Port wiring:
Scale: 4 px per um.
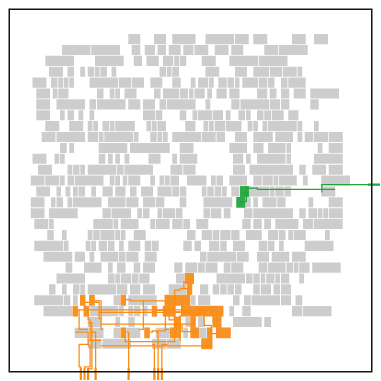
Zoomed window:
Region (25, 43) to (65, 83) um. Cells in gray, sequential cells in the stronger gray; small squares are vias.
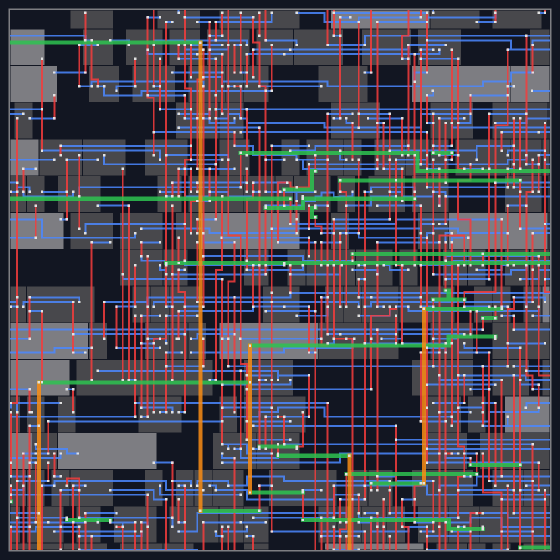
The metal 2 layer:
Scale: 3 px per um.
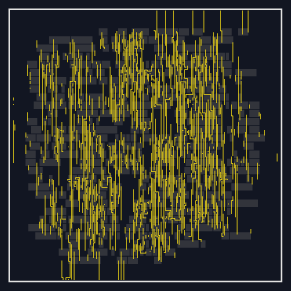
Track usage over the die:
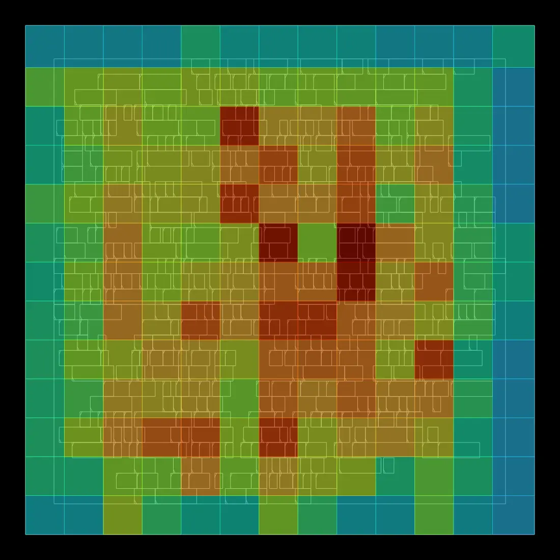
Logic cells by family:
Scale: 4 px per um.
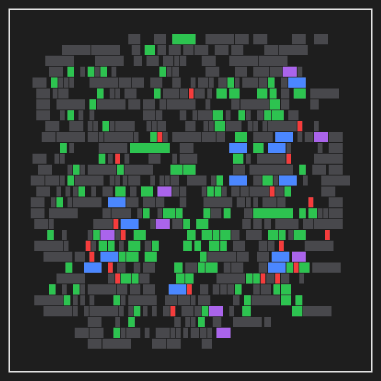
==> src/rtl/pulse_train_sequencer.sv <==
// Burst pulse generator: emits `count` pulses of programmable high/low width,
// with start/busy/done handshake and abort.
module pulse_train_sequencer #(
   parameter int CW = 8
) (
   input  logic          clock,
   input  logic          reset,
   input  logic          start,
   input  logic          abort,
   input  logic [CW-1:0] count,
   input  logic [CW-1:0] high_len,
   input  logic [CW-1:0] low_len,
   output logic          signal,
   output logic          busy,
   output logic          done,
   output logic [CW-1:0] pulse_index
);

   typedef enum logic [1:0] {IDLE, HIGH, LOW, DONE} state_t;

   localparam logic [CW-1:0] ONE = CW'(1);

   state_t        state;
   logic [CW-1:0] n_lat;
   logic [CW-1:0] h_lat;
   logic [CW-1:0] l_lat;
   logic [CW-1:0] phase;

   // Phase counter is loaded with cycles-remaining-minus-one; a zero length acts as one.
   function automatic logic [CW-1:0] len_m1(input logic [CW-1:0] len);
      return (len == '0) ? '0 : len - ONE;
   endfunction

   always_ff @(posedge clock) begin
      if (!reset) begin
         state       <= IDLE;
         signal      <= 1'b0;
         busy        <= 1'b0;
         done        <= 1'b0;
         pulse_index <= '0;
         n_lat       <= '0;
         h_lat       <= '0;
         l_lat       <= '0;
         phase       <= '0;
      end else begin
         unique case (state)
            IDLE: begin
               done <= 1'b0;
               if (start && !abort) begin
                  n_lat       <= count;
                  h_lat       <= high_len;
                  l_lat       <= low_len;
                  pulse_index <= '0;
                  if (count != '0) begin
                     state  <= HIGH;
                     signal <= 1'b1;
                     busy   <= 1'b1;
                     phase  <= len_m1(high_len);
                  end else begin
                     state <= DONE;
                     done  <= 1'b1;
                  end
               end
            end
            HIGH: begin
               if (abort) begin
                  state       <= IDLE;
                  signal      <= 1'b0;
                  busy        <= 1'b0;
                  pulse_index <= '0;
                  phase       <= '0;
               end else if (phase == '0) begin
                  signal <= 1'b0;
                  // Last pulse ends the burst directly; no trailing gap.
                  if ((pulse_index + ONE) != n_lat) begin
                     state <= LOW;
                     phase <= len_m1(l_lat);
                  end else begin
                     state       <= DONE;
                     busy        <= 1'b0;
                     done        <= 1'b1;
                     pulse_index <= '0;
                  end
               end else begin
                  phase <= phase - ONE;
               end
            end
            LOW: begin
               if (abort) begin
                  state       <= IDLE;
                  busy        <= 1'b0;
                  pulse_index <= '0;
                  phase       <= '0;
               end else if (phase == '0) begin
                  state       <= HIGH;
                  signal      <= 1'b1;
                  pulse_index <= pulse_index + ONE;
                  phase       <= len_m1(h_lat);
               end else begin
                  phase <= phase - ONE;
               end
            end
            DONE: begin
               state <= IDLE;
               done  <= 1'b0;
            end
            default: state <= IDLE;
         endcase
      end
   end

endmodule

==> config.mk <==
export PLATFORM = sky130hd
export DESIGN_NAME = pulse_train_sequencer
export DESIGN_NICKNAME = d
export VERILOG_FILES = /design/src/rtl/pulse_train_sequencer.sv
export SDC_FILE = /design/constraint.sdc
export NUM_CORES = 1
export LEC_CHECK = 0
export CAP_MARGIN = 5
export CORE_MARGIN = 5
export CORE_UTILIZATION = 50
export CTS_CLUSTER_SIZE = 14
export DETAILED_ROUTE_END_ITERATION = 10
export GPL_TIMING_DRIVEN = 0
export PLACE_DENSITY = 0.73
export SYNTH_ARGS = -nofsm -noshare
export SYNTH_HDL_FRONTEND = slang
export SYNTH_SLANG_ARGS = --single-unit
==> constraint.sdc <==
create_clock -name clock -period 3.1 [get_ports clock]
set_input_delay 0.775 -clock clock [delete_from_list [all_inputs] [get_ports clock]]
set_output_delay 0.775 -clock clock [all_outputs]
set_load 0.02 [all_outputs]
==> results.toml <==
# flow metrics
[worst_setup_path]
start_kind = "register"
reg2reg_depth = 7
r2r-start = "pulse_index[0]"
r2r-end = "phase[7]"
crit_path_end = "phase[7]"
crit_start = "pulse_index[0]"
crit_type = "reg2reg"
worst-path-max-fanout = 9

[sta]
post-route-min-period_ns = 2.89
fin_ws_ns = 0.214
fin_skew_ns = 0.0174
relSlewSlack_pct = 55.6

[placed_design]
place_congestion = 0.930
placement.io_buffers = 38
dp_hpwl_mm = 6.83

[layout]
diodes = 0
drive_above_1_share_pct = 4.91
area_delta_synth_final_pct = 18.4
fin_cells = 545
fin_util_pct = 60.4

[synth]
ys.flop_type = "dfxtp_1"
synth_seq_share_pct = 28.0
yosys_warnings = 0
ys_types = 64
syn_inst = 422
syn_area_um2 = 3220
top_area_cell = "dfxtp_1"
ys_cells = 422
ys_area_um2 = 3220
fp_nets = 463
yosys_register_bits = 45
area_leaders = "dfxtp_1 (28%), nand2_1 (7.6%), a21oi_1 (6.7%)"

[min_path]
whs_endpoint = "busy"
hp-start = "busy"
min_path_cells = 2

[grt]
grt_max_degree = 14
track_usage_pct = 21.8
grt_pass1_vias = 3058
overflow = 0
grt_pass1_wl_mm = 14.8

[clock_tree]
cts_max_path_buffers = 2
cts_root_buf = "clkbuf_8"
cts_tree = "yes"
cts_made_buffers = 5
cts_max_level = 2
clk_pin_slew_ns = 0.10
worstSkewPairLatency_ns = 0.32
cts_setup_buffers = 0
clkSinkCount = 45

[die]
fp-utilization_pct = 51.0
fp.dieW_um = 90.2
rows = 29
io_pins = 39

[detailed_routing]
num_vias = 3338
drt-total-wl_mm = 9.17
firstDrtPassIters = 5
avgRoutedWirePerCell_um = 16.8
ant_nets = 0
drtIter0Drc = 244

[status]
outcome = "finished, final reports clean"

[run]
cap_viol_max_count = 0
warnings = 33

[pwr]
p_leak_nw = 1.34
peakVddDrop_mv = 0.553
powerDensity_nw_per_um2 = 769
Back to the opening pictures, 'port wiring':
[green] `start` | bits: 1 | direction: input | edge: right | end cells: 2 | buffers: 1 | wire: 42.3 um
[orange] `high_len` | bits: 8 | direction: input | edge: bottom | end cells: 27 | buffers: 8 | wire: 369 um

Back to the opening pictures, 'zoomed window':
[green] met3
[red] met2
[orange] met4
[blue] met1
netlist names of flops here include: `pulse_index` (4), `l_lat` (2), `n_lat` (2)
most frequent: nand2_1 (15), nor2_1 (11), clkbuf_1 (10)
sequential cells in the window: 9
cells with their middle in the window: 139

Back to the opening pictures, 'the metal 2 layer':
nets with wire on the layer: 399
wire length on this layer: 4120 um
main direction: vertical

Back to the opening pictures, 'track usage over the die':
met1 GRT Util: 30.8%
GRT met3 Usage: 4.84%

Back to the opening pictures, 'logic cells by family':
[green] inverting AOI/OAI gates | cells: 108 | most used: a21oi_1
[red] inverters | cells: 20 | most used: inv_1
[blue] adder and majority cells | cells: 13 | most used: ha_1
[purple] multiplexers | cells: 8 | most used: mux2i_1

power breakdown:
group / internal, mW / total, mW / switching (mW) / leakage, nW
combinational: 0.645 / 1.64 / 0.997 / 0.915
clock: 0.263 / 0.480 / 0.217 / 0.0585
sequential: 0.690 / 0.808 / 0.118 / 0.367
synth_stat cells, types with 7 or more instances:
library cell,count
nand2_1,65
xor2_1,9
nand2b_1,8
or4_1,7
o211ai_1,9
nand3_1,8
dfxtp_1,45
nor4_1,7
nor3_1,18
o21ai_0,18
xnor2_1,7
ha_1,13
mux2i_1,8
clkbuf_1,17
inv_1,19
a21oi_1,43
nor2_1,22
nor2b_1,7
worst max-delay path, cell delays in order (launching register included):
cell	delay, ns
dfxtp_1	0.56
ha_1	0.41
nand3_1	0.29
o21a_1	0.26
o41ai_2	0.49
o2111ai_1	0.40
a21oi_1	0.26
a211oi_1	0.06
registers in the layout, summed over array words and instances, names as in the netlist:
signal and cells:
phase 8, state 2, busy 1, signal 1, n_lat 8, pulse_index 8
h_lat 8, l_lat 8, done 1
per-layer routing:
| layer | wire, um | global-route usage, % | vias up |
|---|---|---|---|
| li1 | - | - | 1648 |
| met1 | 4210 | 30.8 | 1537 |
| met2 | 4120 | 33.7 | 140 |
| met3 | 718 | 4.84 | 13 |
| met4 | 121 | 5.21 | 0 |
| met5 | 0 | 0 | - |
layout make-up:
cell class                      instances  area [um2]
Buffer                                 20        83.8
Clock buffer                            7        86.3
Clock inverter                          1        30.0
Fill cell                             595        2500
Inverter                               20        75.1
Multi-Input combinational cell        337        2160
Sequential cell                        45         901
Tap cell                               77        96.3
Timing Repair Buffer                   38         380
kinds of logic (layout without fill, tap and decap cells):
logic type | Yosys count | in the layout | synth area share, %
XOR/XNOR | 16 | 16 | 4.35
multiplexers | 8 | 8 | 2.49
buffers and inverters | 40 | 86 | 4.94
AND/OR/NAND/NOR | 168 | 168 | 26.4
adder cells (fa/ha/maj) | 13 | 13 | 5.05
AND-OR/OR-AND | 132 | 132 | 28.8
flip-flops | 45 | 45 | 28.0
through the flow:
step                      instance area, um2  TNS (ns)  hold WS [ns]
after detailed placement                3700   -0.0241         0.459
after CTS                               3810         0         0.472
after floorplan                         3220         0         0.448
final                                   3810         0         0.466
after global placement                  3700         0         0.444
after global routing                    3810         0         0.509
cells in the final DEF, fill, tap and decap left out, types with 4 or more instances in the layout:
cell	synthesis	layout
o21ai_0	18	18
nand3_1	8	8
o31ai_1	6	6
clkdlybuf4s50_1	0	38
or4_1	7	7
dfxtp_1	45	45
a221oi_1	5	5
clkbuf_1	17	18
xor2_1	9	9
a211oi_1	5	5
nand2b_1	8	8
a21oi_1	43	43
clkbuf_8	0	6
nand2_1	65	65
and2_1	6	6
nor2b_1	7	7
nor4_1	7	7
ha_1	13	13
a31oi_1	5	5
nor3_1	18	18
xnor2_1	7	7
o21a_1	4	4
mux2i_1	8	8
inv_1	19	19
o211ai_1	9	9
nor2_1	22	22
No activity file was given, so power comes from the tool's default toggle rates.
